### src/rtl/uart_tx_arbiter.sv
// Round-robin arbiter sharing one UART transmitter MMIO slave among N_REQ byte producers.
// Polls STATUS until tx is idle, grants one requester, writes its byte to SBUF, then waits out a guard interval.
module uart_tx_arbiter #(
  parameter int N_REQ        = 4,
  parameter int GUARD_CYCLES = 4,
  parameter int ID_W         = 2
) (
  input  logic                 i_clk,
  input  logic                 i_rst,
  input  logic [N_REQ-1:0]     i_req,
  input  logic [8*N_REQ-1:0]   i_data,
  output logic [N_REQ-1:0]     o_ack,
  output logic                 o_sel,
  output logic                 o_we,
  output logic                 o_re,
  output logic [1:0]           o_addr,
  output logic [15:0]          o_wdata,
  input  logic [15:0]          i_rdata,
  input  logic                 i_rdy,
  output logic                 o_busy,
  output logic [ID_W-1:0]      o_grant_id
);

  localparam logic [1:0] ADDR_SBUF   = 2'b00;
  localparam logic [1:0] ADDR_STATUS = 2'b01;
  localparam logic [3:0] GUARD_LOAD  = 4'(GUARD_CYCLES);

  typedef enum logic [2:0] {
    IDLE,
    POLL,
    GRANT,
    WRITE,
    GUARD
  } state_t;

  state_t            state;
  state_t            state_nxt;
  logic [ID_W-1:0]   rr_ptr;
  logic [3:0]        guard_cnt;
  logic [7:0]        byte_q;

  logic              found;
  logic [ID_W-1:0]   win_id;
  logic [ID_W-1:0]   rr_next;
  logic [7:0]        win_byte;
  int                idx;

  // First set request at or after rr_ptr, wrapping modulo N_REQ.
  always_comb begin
    found = 1'b0;
    win_id = '0;
    idx = 0;
    for (int i = 0; i < N_REQ; i++) begin
      idx = int'(rr_ptr) + i;
      if (idx >= N_REQ) begin
        idx = idx - N_REQ;
      end
      if (!found && i_req[idx]) begin
        found = 1'b1;
        win_id = ID_W'(idx);
      end
    end
    win_byte = i_data[8*int'(win_id) +: 8];
    rr_next = (win_id == ID_W'(N_REQ - 1)) ? '0 : win_id + 1'b1;
  end

  always_comb begin
    state_nxt = state;
    case (state)
      IDLE: begin
        if (|i_req) begin
          state_nxt = POLL;
        end
      end
      POLL: begin
        // rx_pending (bit 1) is deliberately ignored; only tx_busy gates the write.
        if (i_rdy && !i_rdata[0]) begin
          state_nxt = GRANT;
        end
      end
      GRANT: begin
        state_nxt = found ? WRITE : IDLE;
      end
      WRITE: begin
        if (i_rdy) begin
          state_nxt = GUARD;
        end
      end
      GUARD: begin
        if (guard_cnt <= 4'd1) begin
          state_nxt = (|i_req) ? POLL : IDLE;
        end
      end
      default: state_nxt = IDLE;
    endcase
  end

  always_comb begin
    o_ack = '0;
    if (state == GRANT && found) begin
      o_ack[win_id] = 1'b1;
    end
  end

  assign o_busy = (state != IDLE);

  // Bus outputs are registered from the next state so they are valid throughout each bus state.
  always_ff @(posedge i_clk or posedge i_rst) begin
    if (i_rst) begin
      state      <= IDLE;
      rr_ptr     <= '0;
      guard_cnt  <= 4'd0;
      byte_q     <= 8'h00;
      o_grant_id <= '0;
      o_sel      <= 1'b0;
      o_we       <= 1'b0;
      o_re       <= 1'b0;
      o_addr     <= 2'b00;
      o_wdata    <= 16'h0000;
    end else begin
      state <= state_nxt;
      if (state == GRANT && found) begin
        byte_q     <= win_byte;
        o_grant_id <= win_id;
        rr_ptr     <= rr_next;
      end
      if (state == WRITE && i_rdy) begin
        guard_cnt <= GUARD_LOAD;
      end else if (state == GUARD && guard_cnt != 4'd0) begin
        guard_cnt <= guard_cnt - 1'b1;
      end
      o_sel   <= (state_nxt == POLL) || (state_nxt == WRITE);
      o_re    <= (state_nxt == POLL);
      o_we    <= (state_nxt == WRITE);
      o_addr  <= (state_nxt == POLL) ? ADDR_STATUS : ADDR_SBUF;
      o_wdata <= (state_nxt == WRITE) ? {8'h00, (state == GRANT) ? win_byte : byte_q} : 16'h0000;
    end
  end

endmodule

### config.mk
export PLATFORM = sky130hd
export DESIGN_NAME = uart_tx_arbiter
export DESIGN_NICKNAME = d
export VERILOG_FILES = /design/src/rtl/uart_tx_arbiter.sv
export SDC_FILE = /design/constraint.sdc
export NUM_CORES = 1
export LEC_CHECK = 0
export CAP_MARGIN = 25
export CORE_MARGIN = 2
export CORE_UTILIZATION = 30
export CTS_BUF_LIST = sky130_fd_sc_hd__clkbuf_16
export DETAILED_ROUTE_END_ITERATION = 8
export DONT_BUFFER_PORTS = 1
export PLACE_DENSITY = 0.42
export SYNTH_ARGS = -nofsm -noshare
export SYNTH_HDL_FRONTEND = slang
export SYNTH_SLANG_ARGS = --single-unit
### constraint.sdc
create_clock -name i_clk -period 2.9 [get_ports i_clk]
set_input_delay 0.58 -clock i_clk [delete_from_list [all_inputs] [get_ports i_clk]]
set_output_delay 0.58 -clock i_clk [all_outputs]
set_load 0.02 [all_outputs]
Fig. 1: run 1, track usage over the die
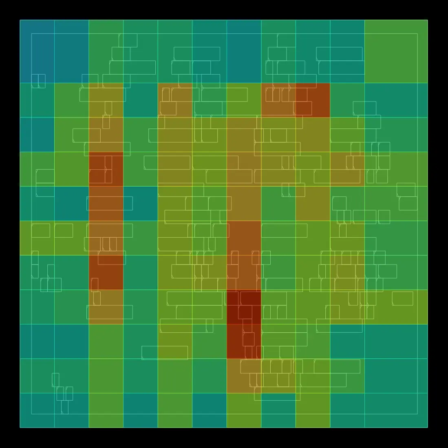
Final Util: 33.6%
Overall Global Routing Usage: 12.4%
met3 usage: 3.52%
met2 usage: 22.0%

Fig. 2: run 1, gate-type map
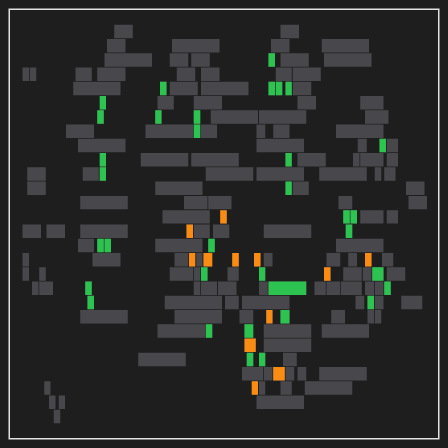
| family | color | cells | most used |
|---|---|---|---|
| NAND gates | green | 34 | nand2_1 |
| NOR gates | orange | 12 | nor2_1 |
post-route non-filler standard cell count: 253
combinational share of cell area: 45.7%

Fig. 3: run 1, placed cells, one color a class
Scale bar: 20 um.
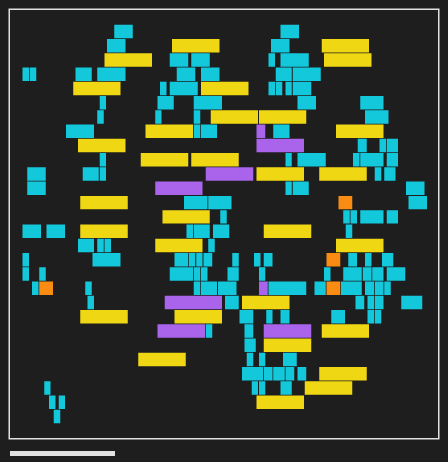
| class | color | cells |
|---|---|---|
| clock drivers and dummy loads | purple | 8 |
| combinational and other logic | cyan | 136 |
| other buffers and delay cells | orange | 4 |
| flops | yellow | 30 |
Rows: 28
Finished Cell Area: 0.00198 mm2

==> summary.txt, run 1 <==
Final Skew: 0.00390 ns
cts bufs inserted: 5
Max-Cap Viols: 0
HPWL after DPL: 2860 um
TritonCTS clock tree: yes
Top cells by area: dfrtp_1, mux2i_1, o221ai_2
first drt pass iteration count: 4
Tightest Pin Transition: 0.667 ns
status: complete, no violations
Late-Pin Clk Latency: 0.27 ns
ANT cells: 0
Yosys top cell by area: dfrtp_1
yosys stat chip area: 0.00181 mm2
Seq Cell Count: 30
ys async rst share: 100%
minimum clock period: 2.46 ns
Seq pwr share: 40.2%
core area: 0.00589 mm2
power share of the clock group: 29.4%
final hold vios: 0
Pwr top: registers
vias per cell: 5.06
final period utilization: 84.8%
CP Launch Type: flop
P per Cell Area: 995 mW/mm2
area delta synth->final: 9.49%
Clock Sinks: 30
Nets: 239
-- run 1: registers in the layout (all words and copies together) (netlist names) --
register / cells
byte_q: 8
guard_cnt: 4
o_addr: 1
o_grant_id: 2
o_sel: 1
o_wdata: 8
o_we: 1
rr_ptr: 2
state: 3
-- run 1: kinds of logic after synthesis --
| family | synth area share, % |
|---|---|
| mux | 10.0 |
| other cells | 0.208 |
| fa+ha+maj | 4.85 |
| simple gates | 14.8 |
| xor+xnor | 1.45 |
| flops | 41.6 |
| compound gates | 17.1 |
| buf+inv | 10.0 |
-- run 1: routing by layer --
| layer | wire, um | GRT usage, % | vias to the layer above |
|---|---|---|---|
| li1 | - | - | 605 |
| met1 | 1540 | 14.0 | 634 |
| met2 | 2140 | 22.0 | 39 |
| met3 | 236 | 3.52 | 2 |
| met4 | 27 | 4.50 | 0 |
| met5 | 0 | 0 | - |
-- run 1: final timing paths --
check                           from       endpoint  slack [ns]  cells after the start
max reg2reg                rr_ptr[1]      byte_q[3]        0.83                      6
min                            i_rst  o_grant_id[0]        0.28                      2
max in group asynchronous      i_rst     o_wdata[2]        2.33                      2
max                        rr_ptr[1]       o_ack[0]        0.44                      6
min in group i_clk             i_rdy           o_we        0.42                      1
min reg2reg                byte_q[4]     o_wdata[4]        0.48                      2
-- run 1: metrics by stage --
stage	hold WS, ns	instance area, um2	cells	utilization [%]	power (mW)
finish	0.280	1980	253	33.6	1.97
global route	0.310	1980	253	33.6	2.13
CTS	0.290	1980	253	33.6	2.01
detailed placement	0.469	1810	245	30.8	1.41
global placement	0.468	1810	245	30.8	1.38
floorplan	0.454	1840	184	-	1.31
Fig. 4: run 1, sequential cells grouped by signal name
Scale bar: 20 um.
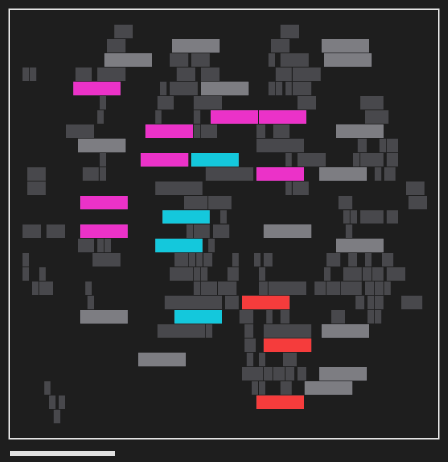

==> run 2: changes to the inputs <==
==> constraint.sdc (replaced) <==
create_clock -name i_clk -period 2.3 [get_ports i_clk]
set_input_delay 0.46 -clock i_clk [delete_from_list [all_inputs] [get_ports i_clk]]
set_output_delay 0.46 -clock i_clk [all_outputs]
set_load 0.02 [all_outputs]
Fig. 5: run 2, sequential cells grouped by signal name
Scale bar: 20 um.
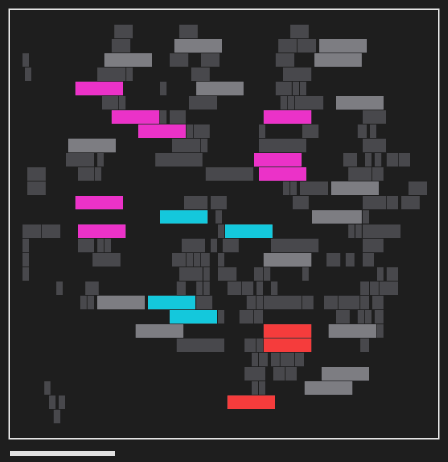
| name in the netlist | color | sequential cells |
|---|---|---|
| byte_q | magenta | 8 |
| guard_cnt | cyan | 4 |
| state | red | 3 |
not colored: 15
Final Util: 33.4%
Seq area share: 38.3%
Seq group: 0.998 mW

==> summary.txt, run 2 <==
status: complete, no violations
Late-Pin Clk Latency: 0.27 ns (about the same)
vias per cell: 5.06 (unchanged)
ys async rst share: 100% (unchanged)
Yosys top cell by area: dfrtp_1
cts bufs inserted: 5 (unchanged)
CP Launch Type: flop
Rows: 28 (unchanged)
Reg-to-Reg End: byte_q[3]
GR peak layer: met2
Critical Path Stages: 6 (unchanged)
top flop regs: byte_q (8), o_wdata (8), guard_cnt (4)
Nets: 239 (unchanged)
Seq pwr share: 42.0% (+1.8 points)
HPWL after DPL: 2760 um (-3.3%)
ANT cells: 0 (unchanged)
first drt pass iteration count: 4 (unchanged)
Placed Area: 0.00181 mm2 (unchanged)
final hold vios: 0 (unchanged)
Adder Area Share: 4.85% (unchanged)
metal3 WL: 282 um (+19%)
power share of the clock group: 25.6% (-3.8 points)
final period utilization: 94.7%
Tightest Pin Transition: 0.654 ns (-0.0127 ns)
Clock Sinks: 30 (unchanged)
P per Cell Area: 1210 mW/mm2 (+22%)
comb area leader: AND-OR/OR-AND gates
met3 usage: 3.30% (-0.22 points)
Finished Cell Area: 0.00196 mm2 (-0.70%)
ao+oa area frac: 17.1% (unchanged)
core area: 0.00589 mm2 (unchanged)
Critical Path Sink: o_ack[0]
met2 usage: 20.2% (-1.9 points)
TritonCTS clock tree: yes
mux frac, synth: 10.0% (unchanged)
==> run 2: kinds of logic (layout without fill, tap and decap cells) <==
family / Yosys count / after routing
DFF: 30 / 30
adders and majority gates: 7 / 7
and+or+nand+nor: 55 / 55
other: 1 / 9
xor gates and xnor gates: 3 / 3
muxes: 18 / 18
buffers and inverters: 27 / 21
AOI/OAI and AO/OA: 35 / 35
==> run 2: layout make-up <==
cell class / instances / share of cell area (%)
Sequential cell: 30 / 38.3
Tap cell: 75 / 4.78
Multi-Input combinational cell: 127 / 46.7
Clock inverter: 3 / 0.637
Inverter: 9 / 1.72
Timing Repair Buffer: 4 / 1.53
Clock buffer: 5 / 6.37
==> run 2: per-stage QoR <==
| stage | total power [mW] | cells | hold slack, ns |
|---|---|---|---|
| floorplan | 1.65 | 184 | 0.454 |
| global placement | 1.74 | 245 | 0.467 |
| detailed placement | 1.77 | 245 | 0.468 |
| CTS | 2.39 | 253 | 0.174 |
| global route | 2.55 | 253 | 0.207 |
| finish | 2.38 | 253 | 0.161 |
==> run 2: power by group through the flow <==
stage	combinational, mW	sequential [mW]	clock, mW
floorplan	0.717	0.933	0
global placement	0.743	0.999	0
detailed placement	0.766	1.00	0
CTS	0.771	0.995	0.625
global route	0.874	1.03	0.652
finish	0.770	0.998	0.608
==> run 2: how the worst min path moves through the flow <==
stage	cells after the start	slack [ns]	end	start
6_report	2	0.16	byte_q[7]	i_rst
5_1_grt	2	0.21	byte_q[7]	i_rst
4_1_cts	2	0.17	byte_q[7]	i_rst
3_5_place_dp	2	0.47	o_grant_id[0]	i_rst
3_3_place_gp	2	0.47	o_grant_id[0]	i_rst
2_1_floorplan	2	0.45	byte_q[4]	byte_q[4]
Fig. 6: run 2, metal layers overlaid
Scale bar: 20 um. Only two layers are drawn.
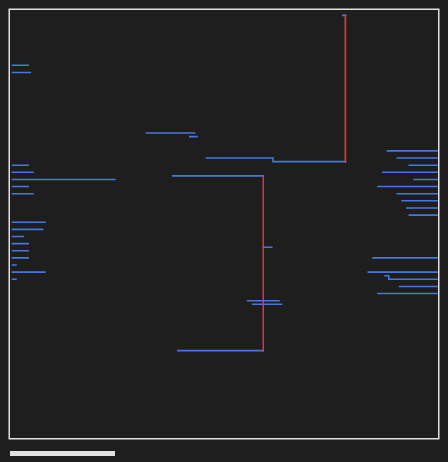

==> run 3: changes to the inputs <==
--- a/config.mk
+++ b/config.mk
@@ -5,6 +5,7 @@
 export SDC_FILE = /design/constraint.sdc
 export NUM_CORES = 1
 export LEC_CHECK = 0
+export ABC_AREA = 1
 export CAP_MARGIN = 25
 export CORE_MARGIN = 2
 export CORE_UTILIZATION = 30
Fig. 7: run 3, metal layers overlaid
Scale bar: 20 um. Only two layers are drawn.
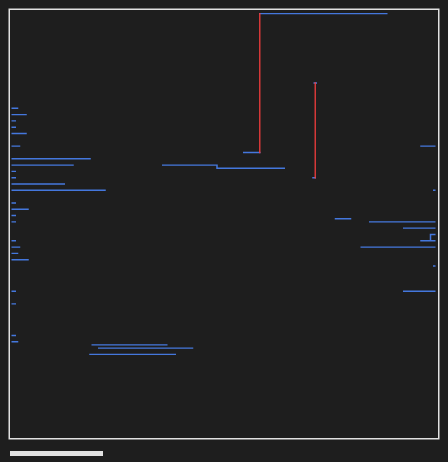
| layer | color | wire length |
|---|---|---|
| metal 4 | red | 50.3 um |
| metal 3 | blue | 256 um |
vias after detailed routing: 2020
WL/cell: 12.4 um
Overall Global Routing Usage: 13.6%

==> summary.txt, run 3 <==
status: complete, but fails checks
violated checks: setup timing
post-route non-filler standard cell count: 460 (+82%)
ys async rst share: 100% (unchanged)
Rows: 32 (+14%)
Hold Worst Slack: 0.159 ns (-0.00252 ns)
final period utilization: 106% (+11 points)
core area: 0.00765 mm2 (+30%)
final setup margin: -0.138 ns
dominant logic cell type in the layout: nand2_1
Critical Path Sink: o_ack[2]
distinct lib cells: 27
f_max: 410 MHz
Reg-to-Reg End: o_wdata[7]
TritonCTS clock tree: yes
ANT cells: 0 (unchanged)
CP Launch Type: flop
Late-Pin Clk Latency: 0.27 ns (about the same)
HPWL after DPL: 4100 um (+48%)
Clock Sinks: 30 (unchanged)
Nets: 421 (+76%)
Final setup viols: 4
first drt pass iteration count: 4 (unchanged)
RR Startpoint: rr_ptr[0]
placed insts: 442 (+80%)
cts bufs inserted: 5 (unchanged)
final hold vios: 0 (unchanged)
-- run 3: worst max-delay path, cell delays in order, from the launching register on --
cell and delay (ns):
dfrtp_1 0.42, buf_6 0.17, nand2_4 0.06, nand2_4 0.07, o21ai_0 0.25, nand3_2 0.11
nand3_2 0.10, nand2_4 0.08, inv_4 0.09, ha_4 0.12, inv_1 0.03, nor2_1 0.07
buf_4 0.14
-- run 3: layout make-up --
type                            count  area (um2)
Multi-Input combinational cell    224        1300
Fill cell                         841        4850
Tap cell                          102         128
Sequential cell                    30         752
Clock inverter                      1        3.75
Timing Repair Buffer               30         229
Inverter                           68         263
Clock buffer                        5         125
-- run 3: metal layers --
layer	up-vias	share of wire, %	GRT usage, %
li1	1061	-	-
met1	906	47	18.1
met2	49	47	22.6
met3	4	4.5	2.96
met4	0	0.88	3.23
met5	-	0	0
-- run 3: logic make-up after synthesis --
kind of cell,count (synthesis),share of synthesized area [%]
other,1,0.161
DFF,30,32.1
buffers and inverters,88,16.9
and+or+nand+nor,189,42.0
adders and majority gates,7,3.75
AOI/OAI and AO/OA,19,4.98
-- run 3: timing repair --
item,in CTS,in global routing
setup endpoints to repair,4,4
gates resized,20,4
buffers inserted,7,5
pin swaps,14,3
hold buffers,0,0
-- run 3: power breakdown --
part           internal, mW  switching (mW)  leakage (nW)
Sequential            0.740           0.249         0.384
Clock                 0.384           0.213        0.0632
Combinational          1.20            1.87          1.14
Total                  2.33            2.33          1.59
-- run 3: per-stage QoR --
stage	setup WS (ns)	utilization, %	area [um2]	total power [mW]
global route	-0.250	36.6	2800	5.08
floorplan	0.00536	-	2370	3.03
finish	-0.138	36.6	2800	4.66
detailed placement	0.0331	32.5	2490	3.59
CTS	-0.129	36.0	2750	4.58
global placement	0.0554	32.5	2490	3.59
Power figures rest on the tool's default switching activity, not on a simulated workload.
